Fig. 1: supply network
The bar under the picture is 50 um long. Pins as bars on the die edge.
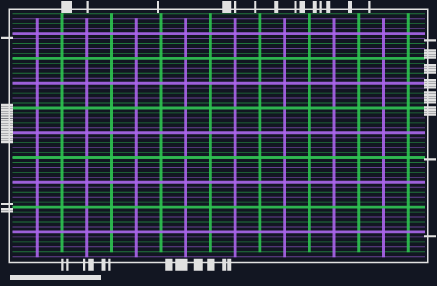
Fig. 2: placement by cell class
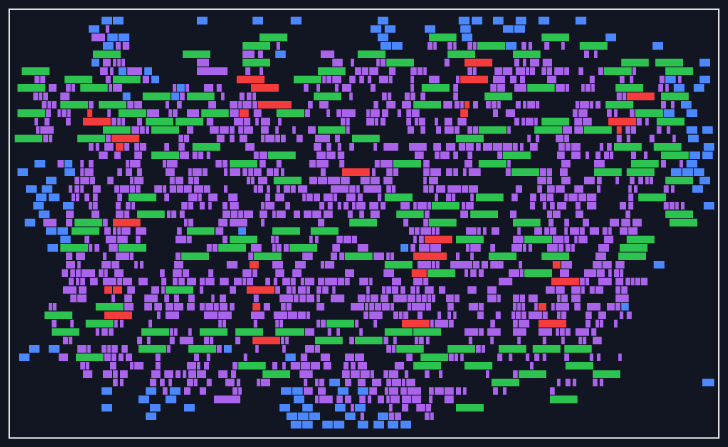
Fig. 3: clock wires, drivers and flops
The bar under the picture is 50 um long.
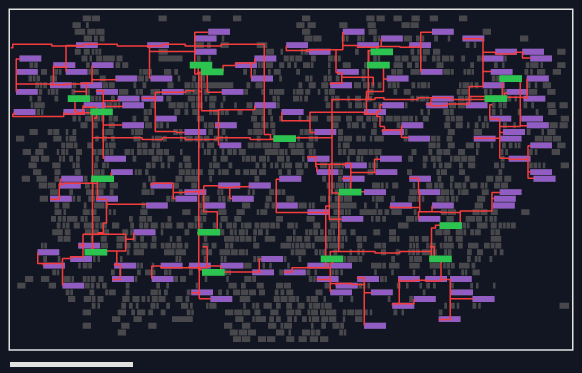
File: src/rtl/alu_div_sequencer_pkg.sv
// Shared types for the iterative divide/remainder unit in the execute stage.
//   Data     : operand/result word
//   DivOp    : RV32M divide-family operation selector
//   DivState : sequencer state
package alu_div_sequencer_pkg;

  localparam int DATA_W = 32;

  typedef logic [DATA_W-1:0] Data;

  typedef enum logic [1:0] {
    DivOp_DIV,
    DivOp_DIVU,
    DivOp_REM,
    DivOp_REMU
  } DivOp;

  typedef enum logic [1:0] {
    IDLE,
    CALC,
    DONE
  } DivState;

  function automatic logic isSignedOp(input DivOp op);
    return (op == DivOp_DIV) || (op == DivOp_REM);
  endfunction

  function automatic logic isRemOp(input DivOp op);
    return (op == DivOp_REM) || (op == DivOp_REMU);
  endfunction

endpackage

File: src/rtl/alu_div_sequencer_adder.sv
// Plain ripple-style adder used for the trial subtraction of the divider.
//   a, b    : addends (WIDTH bits)
//   carryIn : carry into bit 0 (1 with inverted b gives a - b)
//   sum     : a + b + carryIn, truncated to WIDTH bits
module alu_div_sequencer_adder #(
  parameter int WIDTH = 33
) (
  input  logic [WIDTH-1:0] a,
  input  logic [WIDTH-1:0] b,
  input  logic             carryIn,
  output logic [WIDTH-1:0] sum
);

  assign sum = a + b + WIDTH'(carryIn);

endmodule

File: src/rtl/alu_div_sequencer.sv
// Iterative restoring divider for RV32M DIV/DIVU/REM/REMU.
// One quotient bit per cycle over WIDTH cycles; divide-by-zero and signed
// overflow skip the iteration and report after one cycle.
//   i_clock/i_reset : clock, asynchronous active-low reset
//   i_flush         : synchronous abort, discards any in-flight or pending result
//   i_op, i_dataA, i_dataB, i_valid, o_ready : request handshake
//   o_result, o_valid, i_ready               : result handshake
//   o_busy          : high while an operation is in CALC or DONE (pipeline stall)
module alu_div_sequencer
  import alu_div_sequencer_pkg::*;
#(
  parameter int WIDTH = $bits(Data),
  parameter int CNT_W = $clog2(WIDTH) + 1
) (
  input  logic             i_clock,
  input  logic             i_reset,
  input  logic             i_flush,
  input  DivOp             i_op,
  input  logic [WIDTH-1:0] i_dataA,
  input  logic [WIDTH-1:0] i_dataB,
  input  logic             i_valid,
  output logic             o_ready,
  output logic [WIDTH-1:0] o_result,
  output logic             o_valid,
  input  logic             i_ready,
  output logic             o_busy
);

  localparam logic [WIDTH-1:0] MIN_NEG   = {1'b1, {(WIDTH-1){1'b0}}};
  localparam logic [WIDTH-1:0] ALL_ONES  = '1;
  localparam logic [CNT_W-1:0] LAST_STEP = CNT_W'(WIDTH - 1);

  DivState          state, nextState;
  DivOp             opReg;
  logic [WIDTH-1:0] quot, rem, divisor;
  logic             negQ, negR;
  logic [CNT_W-1:0] counter;

  // Request decode
  logic             accept, reqSigned, divByZero, overflow, special;
  logic [WIDTH-1:0] magA, magB;

  assign accept    = (state == IDLE) && i_valid && !i_flush;
  assign reqSigned = isSignedOp(i_op);
  assign divByZero = (i_dataB == '0);
  assign overflow  = reqSigned && (i_dataA == MIN_NEG) && (i_dataB == ALL_ONES);
  assign special   = divByZero || overflow;
  // -0x80000000 wraps to itself, which is the correct magnitude read unsigned.
  assign magA      = (reqSigned && i_dataA[WIDTH-1]) ? -i_dataA : i_dataA;
  assign magB      = (reqSigned && i_dataB[WIDTH-1]) ? -i_dataB : i_dataB;

  // Trial subtraction: {0, rem[W-2:0], quot[W-1]} - {0, divisor}.
  // When rem[W-1] is set the true shifted remainder is >= 2^W, so it can never
  // borrow, and the low WIDTH bits of the difference are still exact.
  logic [WIDTH:0] trialDiff;
  logic           noBorrow;

  alu_div_sequencer_adder #(.WIDTH(WIDTH + 1)) u_trialSub (
    .a       ({1'b0, rem[WIDTH-2:0], quot[WIDTH-1]}),
    .b       (~{1'b0, divisor}),
    .carryIn (1'b1),
    .sum     (trialDiff)
  );

  assign noBorrow = rem[WIDTH-1] || !trialDiff[WIDTH];

  logic [WIDTH-1:0] finalResult;
  assign finalResult = isRemOp(opReg) ? (negR ? -rem : rem)
                                      : (negQ ? -quot : quot);

  // NOTE: every signal assigned in always_comb gets a default first, so no
  // path leaves it unassigned and no latch is inferred.
  always_comb begin
    nextState = state;
    unique case (state)
      IDLE:    if (accept) nextState = special ? DONE : CALC;
      CALC:    if (counter == LAST_STEP) nextState = DONE;
      DONE:    if (o_valid && i_ready) nextState = IDLE;
      default: nextState = IDLE;
    endcase
    if (i_flush) nextState = IDLE;
  end

  // NOTE: sequential state uses non-blocking assignments so every register
  // samples the pre-edge values regardless of statement order.
  always_ff @(posedge i_clock or negedge i_reset) begin
    if (!i_reset) begin
      state    <= IDLE;
      opReg    <= DivOp_DIVU;
      quot     <= '0;
      rem      <= '0;
      divisor  <= '0;
      negQ     <= 1'b0;
      negR     <= 1'b0;
      counter  <= '0;
      o_result <= '0;
      o_valid  <= 1'b0;
    end else begin
      state <= nextState;

      // Result is registered on the first DONE cycle; o_valid follows it and
      // drops on the handshake edge.
      o_valid <= (state == DONE) && !i_flush && !(o_valid && i_ready);
      if ((state == DONE) && !o_valid && !i_flush) o_result <= finalResult;

      unique case (state)
        IDLE: begin
          if (accept) begin
            opReg   <= i_op;
            divisor <= magB;
            counter <= '0;
            if (special) begin
              // Preload quot/rem with the architectural answer, unsigned, so
              // the common result path in DONE produces it unchanged.
              quot <= divByZero ? ALL_ONES : MIN_NEG;
              rem  <= divByZero ? i_dataA : '0;
              negQ <= 1'b0;
              negR <= 1'b0;
            end else begin
              quot <= magA;
              rem  <= '0;
              negQ <= reqSigned && (i_dataA[WIDTH-1] ^ i_dataB[WIDTH-1]);
              negR <= reqSigned && i_dataA[WIDTH-1];
            end
          end
        end
        CALC: begin
          if (noBorrow) begin
            rem  <= trialDiff[WIDTH-1:0];
            quot <= {quot[WIDTH-2:0], 1'b1};
          end else begin
            rem  <= {rem[WIDTH-2:0], quot[WIDTH-1]};
            quot <= {quot[WIDTH-2:0], 1'b0};
          end
          counter <= counter + CNT_W'(1);
        end
        default: ;
      endcase
    end
  end

  assign o_ready = (state == IDLE);
  assign o_busy  = (state != IDLE);

endmodule

File: config.mk
export PLATFORM = sky130hd
export DESIGN_NAME = alu_div_sequencer
export DESIGN_NICKNAME = d
export VERILOG_FILES = /design/src/rtl/alu_div_sequencer_pkg.sv /design/src/rtl/alu_div_sequencer_adder.sv /design/src/rtl/alu_div_sequencer.sv
export SDC_FILE = /design/constraint.sdc
export NUM_CORES = 1
export LEC_CHECK = 0
export CAP_MARGIN = 0
export CORE_ASPECT_RATIO = 0.6
export CORE_UTILIZATION = 35
export CTS_CLUSTER_DIAMETER = 200
export DETAILED_ROUTE_END_ITERATION = 8
export MAX_ROUTING_LAYER = met4
export PLACE_DENSITY = 0.56
export SYNTH_ARGS = -nofsm -noshare
export SYNTH_HDL_FRONTEND = slang
export SYNTH_SLANG_ARGS = --single-unit
File: constraint.sdc
create_clock -name i_clock -period 7.2 [get_ports i_clock]
set_clock_uncertainty 0.1 [all_clocks]
set_input_delay 1.44 -clock i_clock [delete_from_list [all_inputs] [get_ports i_clock]]
set_output_delay 1.44 -clock i_clock [all_outputs]
set_load 0.02 [all_outputs]
==> results_tabular.tex <==
% Table of physical implementation metrics
\begin{tabular}{lr}
\hline
Metric & Value \\
\hline
\multicolumn{2}{l}{\textbf{Finish}} \\
\quad Footprint of the multi-input gates & 6810 um2 \\
\quad CLK BUF & 18 \\
\quad Non-clock buffering overhead & 8.97\% \\
\quad Max-area cell class & combinational gates \\
\quad Combinational gates & 1088 \\
\quad Area growth from synthesis to layout & 18.0\% \\
\quad Count of antenna diodes in the layout & 0 \\
\quad Inverters & 50 \\
\quad Clock Network Area Fraction & 4.60\% \\
\quad Total of fill cells in the finished design & 3131 \\
\quad Most frequent logic cells in the routed design & nand2\_1, o21ai\_0, dfrtp\_1 \\
\quad Share of layout cells above drive strength 1 & 5.40\% \\
\quad Registers & 140 \\
\quad Most frequent logic cell in the layout & nand2\_1 \\
\quad Final design instance area without fill & 12700 um2 \\
\quad Number of buffers outside the clock class in the layout & 117 \\
\quad Fraction of standard cell area in multi-input logic & 53.4\% \\
\quad Final cell count without fillers & 1835 \\
\quad Final cell utilization of the core & 42.2\% \\
\quad Area taken by flip-flops and latches & 3500 um2 \\
\quad Seq/total area & 27.5\% \\
\quad Final layout net count & 1524 \\
\multicolumn{2}{l}{\textbf{Worst setup path}} \\
\quad Peak fanout along the critical path & 26 \\
\quad Worst setup path category & in -> reg \\
\quad Destination of the worst register-to-register timing path & rem[2]\$\_DFFE\_PN0P\_ \\
\quad Combined buffer and inverter count along the critical path & 2 \\
\quad Crit path to & rem[20]\$\_DFFE\_PN0P\_ \\
\quad Slack of the worst reg-to-reg path & 3.02 ns \\
\quad Reg2reg path depth & 12 \\
\quad Type of element capturing the critical path & register \\
\quad CP Launch Point & i\_dataB[2] \\
\quad CP delay by family, top & simple AND/OR/NAND/NOR gates \\
\quad Ordered cell list for the critical path & clkdlybuf4s50\_1 > nor4\_1 > and2\_1 > and4\_1 > nor4b\_4 > buf\_4 > and2\_1 > a222oi\_1 > o21ai\_0 \\
\quad Slowest stage delay, CP & 0.74 ns \\
\quad CP Data Required Time & 7.47 ns \\
\quad Crit path top cell by count & and2\_1 \\
\quad Startpoint Class & primary input \\
\quad Arrival time of the worst setup path & 5.04 ns \\
\quad CP max-delay cell & nor4\_1 \\
\multicolumn{2}{l}{\textbf{Pwr}} \\
\quad Comb power frac & 51.6\% \\
\quad Power drawn by the combinational cells & 2420 uW \\
\quad PD cells & 368 nW/um2 \\
\quad Power dissipated in the clock network & 904 uW \\
\quad Leakage power summed over all cells & 0.00518 uW \\
\quad Power drawn by the sequential cells & 1360 uW \\
\quad Portion of total power attributed to sequential cells & 29.0\% \\
\quad Net switching component of the power & 2200 uW \\
\quad Clock group share of total power & 19.3\% \\
\quad Overall Power & 4680 uW \\
\quad VDD IR-drop max & 0.135 mV \\
\quad Cell internal pwr & 2480 uW \\
\quad Leading power group & combinational cells \\
\multicolumn{2}{l}{\textbf{Drt}} \\
\quad Total number of vias & 10.5k \\
\quad Initial DRT Pass Iterations & 6 \\
\quad Total Routed Length & 38500 um \\
\quad Post-route ant nets & 0 \\
\quad Routed met3 length & 4100 um \\
\quad Avg Vias per Cell & 5.70 \\
\quad DRC violations left & 0 \\
\quad Routed length on met2 & 14800 um \\
\quad Highest Signal Layer & met4 \\
\quad Post-detailed-route wirelength per cell & 21.0 um \\
\quad Iteration-0 DRC Markers & 1174 \\
\quad Wire length on met1 & 19100 um \\
\multicolumn{2}{l}{\textbf{GRT}} \\
\quad Initial antenna violation count & 0 \\
\quad GRT busiest layer & met1 \\
\quad Global routing met2 resource utilization & 31.8\% \\
\quad Largest net degree at the start of global routing & 91 \\
\quad Combined global-route utilization of all metal layers & 25.5\% \\
\quad Global-route wire length before repair & 59800 um \\
\quad Leftover overflow at the end of global routing & 0 \\
\quad Vias in the first global route & 9791 \\
\quad Global routing met1 resource utilization & 38.6\% \\
\quad GR Util met3 & 8.19\% \\
\multicolumn{2}{l}{\textbf{Synth}} \\
\quad Post-synth ARST share & 100\% \\
\quad Distinct cell type count after synthesis & 73 \\
\quad Count of flip-flops with a built-in enable after synthesis & 0 \\
\quad Number of standard cells after synthesis & 1354 \\
\quad Number of warnings reported in the yosys synthesis log & 0 \\
\quad Dominant cell type by area after synthesis & dfrtp\_1 \\
\quad Post-Synth Adder-Cell Area & 4.59\% \\
\quad Multiplexer fraction of the synthesized cell area & 1.62\% \\
\quad Post-synthesis share of cell area spent on xor and xnor gates & 11.5\% \\
\quad Most numerous cell in the Yosys netlist & nand2\_1 \\
\quad Combined area of all synthesized cells & 10800 um2 \\
\quad Top cells by instance count after synthesis & nand2\_1, o21ai\_0, dfrtp\_1, a21oi\_1, xnor2\_1 \\
\quad Top cell area share & 32.4\% \\
\quad Post-synthesis simple-gate area fraction & 20.3\% \\
\quad Net count after synthesis & 1464 \\
\quad Chip area in the Yosys report & 10800 um2 \\
\quad Prevailing logic family in the synthesized netlist & AND-OR/OR-AND gates \\
\quad Ys cells & 1354 \\
\quad Fraction of the mapped netlist area in compound gates & 24.8\% \\
\quad Synth Area per Inst & 7.98 um2 \\
\quad Synthesized registers & 140 \\
\quad Flip-flop cell with the highest count after synthesis & dfrtp\_1 \\
\quad Area contributors post-synth & dfrtp\_1, o21ai\_0, nand2\_1, xnor2\_1, xor2\_1 \\
\quad Synth Seq Share & 32.4\% \\
\multicolumn{2}{l}{\textbf{Clock tree}} \\
\quad Clock H-tree levels & 4 \\
\quad Clock input transition at the sequential cells of the worst setup and hold paths & 0.06 ns \\
\quad Clock tree sinks & 140 \\
\quad TritonCTS clock tree & built \\
\quad Cts hold-fix bufs & 0 \\
\quad Clk Latency, worst-skew pair & 0.46 ns \\
\quad Post-cts gate resize count & 0 \\
\quad Buffer type at the clock tree root & clkbuf\_16 \\
\quad Largest buffer count on any clock path & 2 \\
\quad Number of buffers inserted to repair setup after CTS & 0 \\
\quad Number of buffers created by CTS & 17 \\
\multicolumn{2}{l}{\textbf{Hold path}} \\
\quad Critical hold path startpoint & o\_valid\$\_DFF\_PN0\_ \\
\quad Worst hold-check path type & reg -> reg \\
\quad Number of cells traversed by the worst hold path & 1 \\
\quad Hold path endpoint & o\_valid\$\_DFF\_PN0\_ \\
\multicolumn{2}{l}{\textbf{STA}} \\
\quad Shortest clock period the worst path allows after layout & 4.77 ns \\
\quad Finish-stage setup viols & 0 \\
\quad Final hold slack & 0.378 ns \\
\quad Summed negative setup slack over all endpoints & 0 ns \\
\quad Final tally of max-slew violations & 0 \\
\quad Setup repair after global routing missed its margin & no \\
\quad Final hold violation count & 0 \\
\quad Highest attainable clock frequency & 210 MHz \\
\quad Final cycle utilization of the critical path & 66.3\% \\
\quad Actual slew at the worst max-slew pin & 1.29 ns \\
\quad Remaining max-slew budget at the tightest pin & 11.5\% \\
\quad Worst setup slack after layout & 2.43 ns \\
\multicolumn{2}{l}{\textbf{Floorplanning}} \\
\quad Init Core Util & 35.8\% \\
\quad Floorplan die width & 229 um \\
\quad I/O pins & 106 \\
\quad Area of the core & 30200 um2 \\
\quad Number of tap instances & 408 \\
\quad Die height & 138 um \\
\multicolumn{2}{l}{\textbf{Placement}} \\
\quad Post-placement cell count & 1803 \\
\quad HPWL reported at the end of detailed placement & 29300 um \\
\quad Last weighted congestion value of the routability-driven placer & 0.945 \\
\quad Port bufs & 105 \\
\quad Post-place setup slack & 2.06 ns \\
\multicolumn{2}{l}{\textbf{Flow run}} \\
\quad Number of max-capacitance violations reported & 0 \\
\multicolumn{2}{l}{\textbf{Outcome}} \\
\quad Result of the run & finished, final reports clean \\
\hline
\end{tabular}
Notes on Fig. 1 above:
| colour | net |
|---|---|
| green | VDD |
| purple | VSS |
signal pins: 106
rows: 49
met5 straps: 9
met1 rails: 50
met4 straps: 16

Notes on Fig. 2 above:
| colour | class | cells | share of their area |
|---|---|---|---|
| green | registers | 140 | 29% |
| purple | remaining logic cells | 1138 | 57% |
| red | clock drivers and dummy loads | 32 | 4.8% |
| blue | remaining buffers and delay cells | 117 | 9.3% |

Notes on Fig. 3 above:
[purple] flip-flops | count: 140
[red] clock wires | length: 2320 um
[green] clock-net drivers | count: 17
routed clock nets: 18
flops lie: spread over the die

Power figures rest on the tool's default switching activity, not on a simulated workload.
